==> config.mk <==
export PLATFORM = sky130hd
export DESIGN_NAME = sprite_position_datapath
export DESIGN_NICKNAME = d
export VERILOG_FILES = /design/src/rtl/game_pkg.sv /design/src/rtl/sprite_sweeper.sv /design/src/rtl/sprite_position_datapath.sv
export SDC_FILE = /design/constraint.sdc
export NUM_CORES = 1
export LEC_CHECK = 0
export CAP_MARGIN = 40
export CORE_MARGIN = 8
export CORE_UTILIZATION = 54
export DETAILED_ROUTE_END_ITERATION = 6
export GPL_ROUTABILITY_DRIVEN = 0
export PLACE_DENSITY = 0.84
export SYNTH_ARGS = -nofsm -noshare
export SYNTH_HDL_FRONTEND = slang
export SYNTH_SLANG_ARGS = --single-unit
==> constraint.sdc <==
create_clock -name clk -period 2.47 [get_ports clk]
set_clock_uncertainty 0.05 [all_clocks]
set_input_delay 0.494 -clock clk [delete_from_list [all_inputs] [get_ports clk]]
set_output_delay 0.494 -clock clk [all_outputs]
set_load 0.01 [all_outputs]
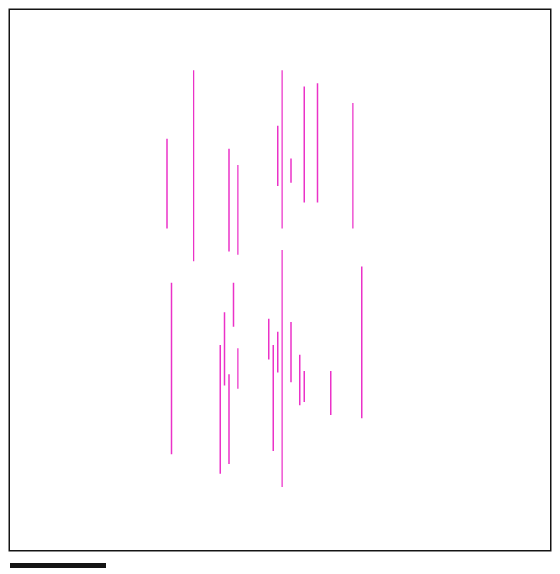
Run 1: met4 routing
Scale bar: 20 um.
share of all routed wire: 3.6%
longest straight run: 49.0 um
wire length on this layer: 489 um
main direction: vertical
via count: 5022
DRT Wirelength: 13500 um

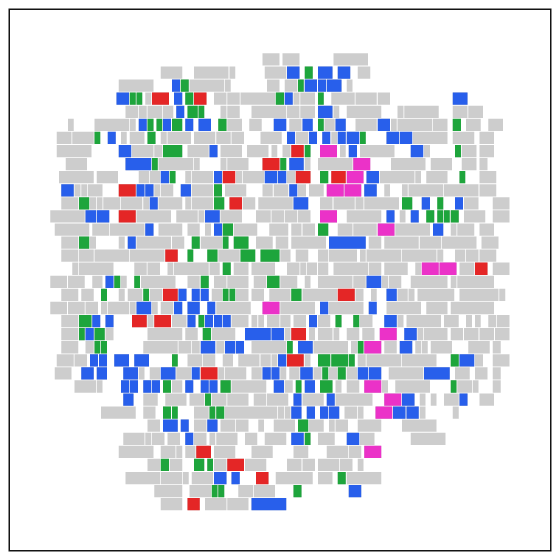
Run 1: gate families picked out
| color | family | cells | most used |
|---|---|---|---|
| green | nand cells | 93 | nand2_1 |
| red | non-inverting ao/oa cells | 23 | a21o_1 |
| blue | aoi and oai cells | 136 | a21oi_1 |
| magenta | mux cells | 16 | mux2i_1 |
post-route insts no fill: 812
highest-count logic cell in the final layout: buf_4
multi-input gate share of total cell area: 0.565

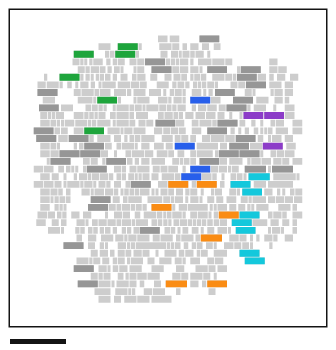
Run 1: where the registers sit
Scale bar: 20 um.
| color | netlist name | sequential cells |
|---|---|---|
| green | `bird_y` | 6 |
| purple | `u_sweeper.cy` | 3 |
| orange | `cross_x` | 7 |
| cyan | `u_sweeper.ox` | 8 |
| blue | `prev_state` | 4 |
sequential cell area share: 0.217
final core occ: 0.671
Reg area: 0.00133 mm2
P_seq: 1140 uW

==> reports/metrics.yaml <==
drt:
  drt_iter0_markers: 396
  antenna_left: 0
  wl_per_cell_um: 16.7
  route.met2.wl_um: 6200
  vias_per_cell: 6.18
  drt_first_pass_iters: 7
  drc: 0
  highest_layer: "met4"
  met3_wirelength_um: 1250
  wl_met1_um: 5600
setup_path:
  start_kind: "input port"
  critPathCaptureType: "output pin"
  crit_arrival_ps: 1870
  cp_slowest_cell: "clkdlybuf4s50_1"
  crit_path_max_incr_delay_ps: 460
  crit_type: "input port to output pin"
  worstPathRequired_ps: 1930
  critical_path.cell_chain: "clkdlybuf4s50_1 > or3b_4 > a31oi_4 > nor2b_1 > dlygate4sd2_1"
  r2r_setup_slack_ps: 120
  rr_worst_depth: 10
  path_max_fanout: 2
global_routing:
  use_met2: 0.345
  met1_usage: 0.263
  grt-ovfl-total: 0
  grt.total_usage: 0.216
  grt_antenna_before_repair: 0
  first_global_vias: 4774
  grt_use_met3: 0.0505
  grt_first_pass_wirelength_um: 22600
  top_usage_layer: "met2"
cells_and_area:
  layout-drive-gt1-share: 0.168
  fillCellCount: 726
  nClkBuffers: 11
  nets: 769
  buffers_excl_clock: 105
  syn_to_final_growth_pct: 22.2
  buffer_area_frac: 0.140
  clk_share: 0.0319
  layout_top_cells: "buf_4, dfxtp_1, ha_1, nor2_1, nand2_1"
  dominant-cell-class: "logic gates"
  diodes: 0
  comb_cells: 476
  ff_count: 66
  logic_area_mm2: 0.00346
  n_all_inverters: 38
sta:
  finalCritPeriodShare: 0.978
  rsz0062_at_grt: "yes"
  fmax_mhz: 414
  final-hold-violation-count: 0
  max-slew-margin-rel: 0.422
  tightestPinTransition_ps: 859
  final_max_slew_viol_count: 0
  setup_viol: 0
cts:
  post_cts.repair.setup_buffers: 0
  clkSinkCount: 66
  cts_made_buffers: 9
  postCtsHoldBufs: 0
  ctsRootBufferMaster: "clkbuf_8"
  cts.clk_slew.worst_paths_ps: 70
  cts_resized: 30
  clockBufferDepth: 2
  cts_tree: "built"
  htreeDepth: 3
  clk_latency_ps: 350
yosys:
  syn_nets: 690
  yosysUniqueCellTypes: 74
  edf_count: 0
  ys_seq_share: 0.264
  yosysWarnings: 0
  synth.largest_area_cell: "dfxtp_1"
  ys.flops: 66
  async_flop_share: 0
  syn_area_mm2: 0.00501
  top_cells_by_area: "dfxtp_1, ha_1, xnor2_1"
  ff_type: "dfxtp_1"
  top_area_frac: 0.264
  ys_area_mm2: 0.00501
  ys_cells: 617
  syn_inst: 617
die:
  fp.dieH_um: 112
  rows: 35
  taps: 111
  chipArea_mm2: 0.0126
  core_mm2: 0.00911
  die_w_um: 112
  boundaryPins: 41
  fp_util: 0.550
outcome:
  outcome: "completed"
power_and_ir_drop:
  total_power_uw: 2510
  p_per_area_mw_per_mm2: 411
  p_leak_uw: 0.00255
  vdd_drop_max_v: 0.000328
job:
  warnings: 42
  maxCapViolations: 0
placement:
  port_buffers: 40
  hpwl_um: 10100
hold_path:
  min_path_cells: 2
  worst_hold_path_type: "flip-flop to flip-flop"
==> run 1: power by group <==
group | internal (uW) | switching [uW]
combinational | 205 | 236
sequential | 1100 | 36.1
clock | 491 | 443
==> run 1: synthesized netlist by cell type, types with 4 or more instances <==
cell,count
nor3b_1,7
nor2b_1,8
o211ai_1,5
nand2b_1,5
clkbuf_1,18
a21oi_1,38
a21o_1,7
dfxtp_1,66
a31oi_1,14
xnor2_1,33
o31ai_1,4
buf_2,14
inv_1,34
a211oi_1,18
nand3_1,23
xor2_1,9
and2_1,8
nand4_1,9
nand2_1,47
nor4_1,4
mux2i_1,16
nor2_1,52
ha_1,55
nor3_1,12
o21ai_0,31
nand3b_1,4
==> run 1: cell families (layout without fill, tap and decap cells) <==
| family | after synthesis | count (layout) | share of synthesized area |
|---|---|---|---|
| buffers and inverters | 75 | 159 | 0.0620 |
| XOR/XNOR | 42 | 42 | 0.0735 |
| flip-flops | 66 | 66 | 0.264 |
| AND-OR/OR-AND | 159 | 159 | 0.215 |
| multiplexers | 16 | 16 | 0.0320 |
| AND/OR/NAND/NOR | 203 | 203 | 0.212 |
| adder cells (fa/ha/maj) | 56 | 56 | 0.141 |
==> run 1: metrics by stage <==
stage          area, um2  TNS (ps)  cells  hold slack (ps)  setup slack (ps)
5_1_grt             6120     -24.8    812              459             -7.49
4_1_cts             6050         0    811              429             0.591
2_1_floorplan       5010         0    617              407              58.9
3_5_place_dp        5860     -1540    795              415              -220
6_report            6120         0    812              439              55.3
3_3_place_gp        5860      -913    795              405              -228
==> run 1: worst max-delay path: cells and delay by family <==
kind / cells / cell delay, ps
compound gates: 1 / 160
buf+inv: 2 / 740
simple gates: 2 / 470
Power figures rest on the tool's default switching activity, not on a simulated workload.
